$ cat config.mk
export PLATFORM = sky130hd
export DESIGN_NAME = vga_sync
export DESIGN_NICKNAME = d
export VERILOG_FILES = /design/src/rtl/vga_pkg.sv /design/src/rtl/vga_pixel_tick.sv /design/src/rtl/vga_sync.sv
export SDC_FILE = /design/constraint.sdc
export NUM_CORES = 1
export LEC_CHECK = 0
export ABC_CLOCK_PERIOD_IN_PS = 1910
export CAP_MARGIN = 10
export CORE_AREA = 2 2 64 66
export DETAILED_ROUTE_END_ITERATION = 6
export DIE_AREA = 0 0 66 68
export GPL_ROUTABILITY_DRIVEN = 0
export GPL_TIMING_DRIVEN = 0
export PLACE_DENSITY = 0.66
export SYNTH_ARGS = -nofsm -noshare
export SYNTH_HDL_FRONTEND = slang
export SYNTH_SLANG_ARGS = --single-unit
$ cat constraint.sdc
create_clock -name clk -period 1.91 [get_ports clk]
set_input_delay 0.382 -clock clk [delete_from_list [all_inputs] [get_ports clk]]
set_output_delay 0.382 -clock clk [all_outputs]
set_load 0.01 [all_outputs]
$ cat src/rtl/vga_pkg.sv
`default_nettype none
// ============================================================================
// Module      : vga_pkg
// Description : Shared VGA 640x480@60 timing defaults and 3-bit colour codes.
// Revision    : 1.0 - initial release
// ============================================================================
package vga_pkg;

    localparam int VGA_H_VISIBLE = 640;
    localparam int VGA_H_FRONT   = 16;
    localparam int VGA_H_SYNC    = 96;
    localparam int VGA_H_BACK    = 48;
    localparam int VGA_H_TOTAL   = VGA_H_VISIBLE + VGA_H_FRONT + VGA_H_SYNC + VGA_H_BACK;

    localparam int VGA_V_VISIBLE = 480;
    localparam int VGA_V_FRONT   = 10;
    localparam int VGA_V_SYNC    = 2;
    localparam int VGA_V_BACK    = 33;
    localparam int VGA_V_TOTAL   = VGA_V_VISIBLE + VGA_V_FRONT + VGA_V_SYNC + VGA_V_BACK;

    // Colour bits are {red, green, blue}.
    localparam logic [2:0] BLACK   = 3'b000;
    localparam logic [2:0] BLUE    = 3'b001;
    localparam logic [2:0] GREEN   = 3'b010;
    localparam logic [2:0] CYAN    = 3'b011;
    localparam logic [2:0] RED     = 3'b100;
    localparam logic [2:0] MAGENTA = 3'b101;
    localparam logic [2:0] YELLOW  = 3'b110;
    localparam logic [2:0] WHITE   = 3'b111;

endpackage
`default_nettype wire

$ cat src/rtl/vga_pixel_tick.sv
`default_nettype none
// ============================================================================
// Module      : vga_pixel_tick
// Description : Divides clk into a one-clk pixel tick every CLK_DIV cycles.
// Revision    : 1.0 - initial release
// ============================================================================
module vga_pixel_tick #(
    parameter int CLK_DIV = 1
) (
    input  logic clk,
    input  logic rst,
    output logic tick
);

    localparam logic [3:0] c_div_last = 4'(CLK_DIV - 1);

    logic [3:0] r_div;
    logic       w_tick;

    // With CLK_DIV=1 the divider never leaves 0, so the tick is permanently high.
    assign w_tick = (r_div == c_div_last);
    assign tick   = w_tick;

    always_ff @(posedge clk) begin
        if (rst || w_tick) begin
            r_div <= 4'd0;
        end else begin
            r_div <= r_div + 4'd1;
        end
    end

endmodule
`default_nettype wire

$ cat src/rtl/vga_sync.sv
`default_nettype none
// ============================================================================
// Module      : vga_sync
// Description : VGA timing counters plus aligned colour/sync output registers.
//               Optional macro VGA_FRAME_COUNT_EN adds an 8-bit frame counter.
// Revision    : 1.0 - initial release
// ============================================================================
module vga_sync
    import vga_pkg::*;
#(
    parameter int H_VISIBLE = VGA_H_VISIBLE,
    parameter int H_FRONT   = VGA_H_FRONT,
    parameter int H_SYNC    = VGA_H_SYNC,
    parameter int H_BACK    = VGA_H_BACK,
    parameter int V_VISIBLE = VGA_V_VISIBLE,
    parameter int V_FRONT   = VGA_V_FRONT,
    parameter int V_SYNC    = VGA_V_SYNC,
    parameter int V_BACK    = VGA_V_BACK,
    parameter int CLK_DIV   = 1
) (
    input  logic       clk,
    input  logic       rst,
    output logic [9:0] x,
    output logic [9:0] y,
    input  logic [2:0] rgb_in,
    output logic [2:0] rgb_out,
    output logic       hsync,
    output logic       vsync,
    output logic       frame_start
`ifdef VGA_FRAME_COUNT_EN
    ,
    output logic [7:0] frame_count
`endif
);

    localparam int          c_h_total = H_VISIBLE + H_FRONT + H_SYNC + H_BACK;
    localparam int          c_v_total = V_VISIBLE + V_FRONT + V_SYNC + V_BACK;
    localparam logic [9:0]  c_h_last  = 10'(c_h_total - 1);
    localparam logic [9:0]  c_v_last  = 10'(c_v_total - 1);
    localparam logic [9:0]  c_h_vis   = 10'(H_VISIBLE);
    localparam logic [9:0]  c_v_vis   = 10'(V_VISIBLE);
    localparam logic [9:0]  c_hs_lo   = 10'(H_VISIBLE + H_FRONT);
    localparam logic [9:0]  c_hs_hi   = 10'(H_VISIBLE + H_FRONT + H_SYNC - 1);
    localparam logic [9:0]  c_vs_lo   = 10'(V_VISIBLE + V_FRONT);
    localparam logic [9:0]  c_vs_hi   = 10'(V_VISIBLE + V_FRONT + V_SYNC - 1);

    logic       w_tick;
    logic       w_h_wrap;
    logic       w_v_wrap;
    logic       w_frame_wrap;
    logic       w_visible;
    logic       w_hsync_n;
    logic       w_vsync_n;
    logic [9:0] r_h_cnt;
    logic [9:0] r_v_cnt;
    logic [2:0] r_rgb;
    logic       r_hsync;
    logic       r_vsync;
    logic       r_frame_start;

    vga_pixel_tick #(
        .CLK_DIV (CLK_DIV)
    ) u_pixel_tick (
        .clk  (clk),
        .rst  (rst),
        .tick (w_tick)
    );

    assign w_h_wrap     = (r_h_cnt == c_h_last);
    assign w_v_wrap     = (r_v_cnt == c_v_last);
    assign w_frame_wrap = w_tick && w_h_wrap && w_v_wrap;
    assign w_visible    = (r_h_cnt < c_h_vis) && (r_v_cnt < c_v_vis);
    assign w_hsync_n    = !((r_h_cnt >= c_hs_lo) && (r_h_cnt <= c_hs_hi));
    assign w_vsync_n    = !((r_v_cnt >= c_vs_lo) && (r_v_cnt <= c_vs_hi));

    always_ff @(posedge clk) begin
        if (rst) begin
            r_h_cnt <= 10'd0;
            r_v_cnt <= 10'd0;
        end else if (w_tick) begin
            r_h_cnt <= w_h_wrap ? 10'd0 : r_h_cnt + 10'd1;
            if (w_h_wrap) begin
                r_v_cnt <= w_v_wrap ? 10'd0 : r_v_cnt + 10'd1;
            end
        end
    end

    // Output stage samples the same counter state as the lookup, so all four
    // outputs trail x/y by exactly one clk and stay mutually aligned.
    always_ff @(posedge clk) begin
        if (rst) begin
            r_rgb         <= BLACK;
            r_hsync       <= 1'b1;
            r_vsync       <= 1'b1;
            r_frame_start <= 1'b0;
        end else begin
            r_rgb         <= w_visible ? rgb_in : BLACK;
            r_hsync       <= w_hsync_n;
            r_vsync       <= w_vsync_n;
            r_frame_start <= w_frame_wrap;
        end
    end

    assign x           = r_h_cnt;
    assign y           = r_v_cnt;
    assign rgb_out     = r_rgb;
    assign hsync       = r_hsync;
    assign vsync       = r_vsync;
    assign frame_start = r_frame_start;

`ifdef VGA_FRAME_COUNT_EN
    logic [7:0] r_frame_count;

    always_ff @(posedge clk) begin
        if (rst) begin
            r_frame_count <= 8'd0;
        end else if (w_frame_wrap) begin
            r_frame_count <= r_frame_count + 8'd1;
        end
    end

    assign frame_count = r_frame_count;
`endif

endmodule
`default_nettype wire

==> impl_metrics.toml <==
# generated from flow reports
[setup_path]
cp.depth = 5
slowest_stage = "or4_1"
startpoint = "x[0]$_SDFFE_PP0P_"
reg2reg_depth = 5
reg2reg_from = "x[0]$_SDFFE_PP0P_"
r2r_slack_ns = 0.12

[layout]
comb_share = 0.406
seq_cells = 30
clk_share = 0.0443
most-common-layout-cells = "dfxtp_1 (30), clkdlybuf4s50_1 (30), a21oi_1 (12)"
layout-drive-gt1-share = 0.0895

[cts]
post_cts_buffers = 1
cts_root_buf = "clkbuf_8"
cts_tree = "yes"

[drt]
met1Wirelength_microns = 1290
drtPass1Iterations = 4
wl_met2_microns = 1570
vias = 1270

[power_and_ir_drop]
p_sw_w = 0.000256
power.internal_w = 0.000947
seqPwrFrac = 0.534
maxPowerGroup = "sequential cells"

[yosys]
simple_gate_share = 0.311
yosysMostFrequentCell = "dfxtp_1"
ys_seq_share = 0.432
yosys-dominant-comb-family = "simple AND/OR/NAND/NOR gates"
fp_nets = 164
ys_sh_xor = 0.0693

[placement]
dp_cells = 233

[grt]
grt_pass1_wl_microns = 5030

[timing]
setup_viol = 0
setup_tns_ns = 0
hold_ws_ns = 0.485

[status]
status = "finished, final reports clean"
clk_routes.png
Scale: 8 px per micron.
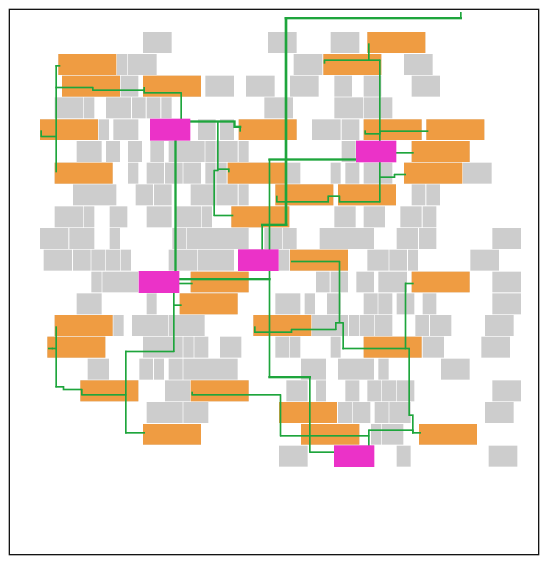
[clock drivers] magenta | count: 5
[clock wires] green | length: 419 microns
[flip-flops] orange | count: 30
flops lie: spread over the die
Clock Power Share: 0.411
Setup Skew: 0.0108 ns
Latency at later pin: 0.28 ns

congestion.png
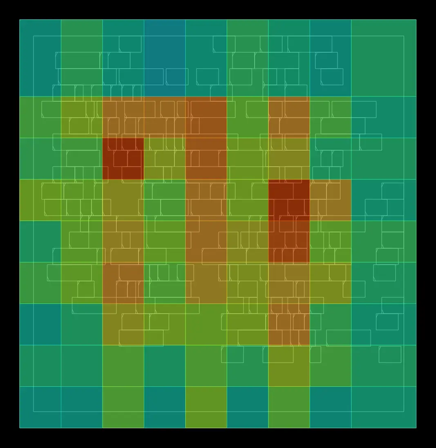
met1 GRT Util: 0.175
average wire per standard cell: 12.7 microns
met3 Resource Use GR: 0.0625

flops_by_reg.png
Scale: 6 px per micron. Other sequential cells in the stronger grey, the rest of the logic in the fainter grey.
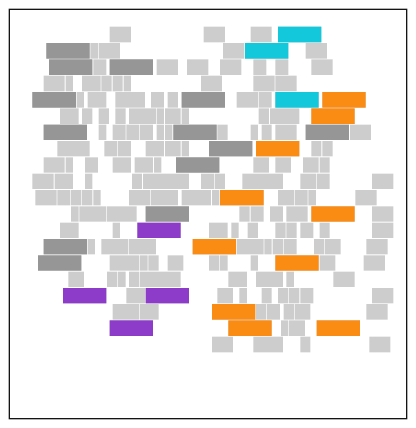
[`y`] orange | sequential cells: 10
[`u_pixel_tick.r_div`] purple | sequential cells: 4
[`rgb_out`] cyan | sequential cells: 3
not coloured: 13
sequential power: 0.000643 W
final core occ: 0.484
Storage cell area: 601 sq um
Seq area share: 0.322

placement_by_type.png
Scale: 6 px per micron. Fill, decap, tap and diode cells in grey.
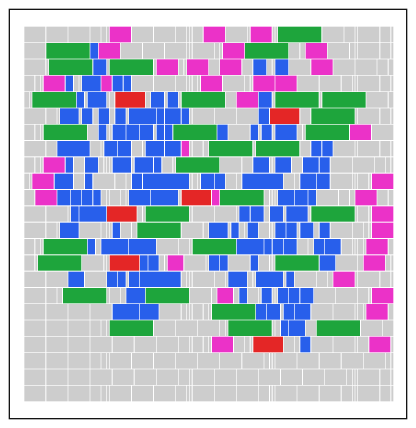
[combinational and other logic] blue | cells: 119 | share of their area: 44%
[sequential cells] green | cells: 30 | share of their area: 33%
[remaining buffers and delay cells] magenta | cells: 35 | share of their area: 18%
[clock drivers and dummy loads] red | cells: 6 | share of their area: 4.6%
Core Box Area: 0.00386 sq mm
Final Instance Area: 0.00187 sq mm
# rows: 23

Power figures rest on the tool's default switching activity, not on a simulated workload.
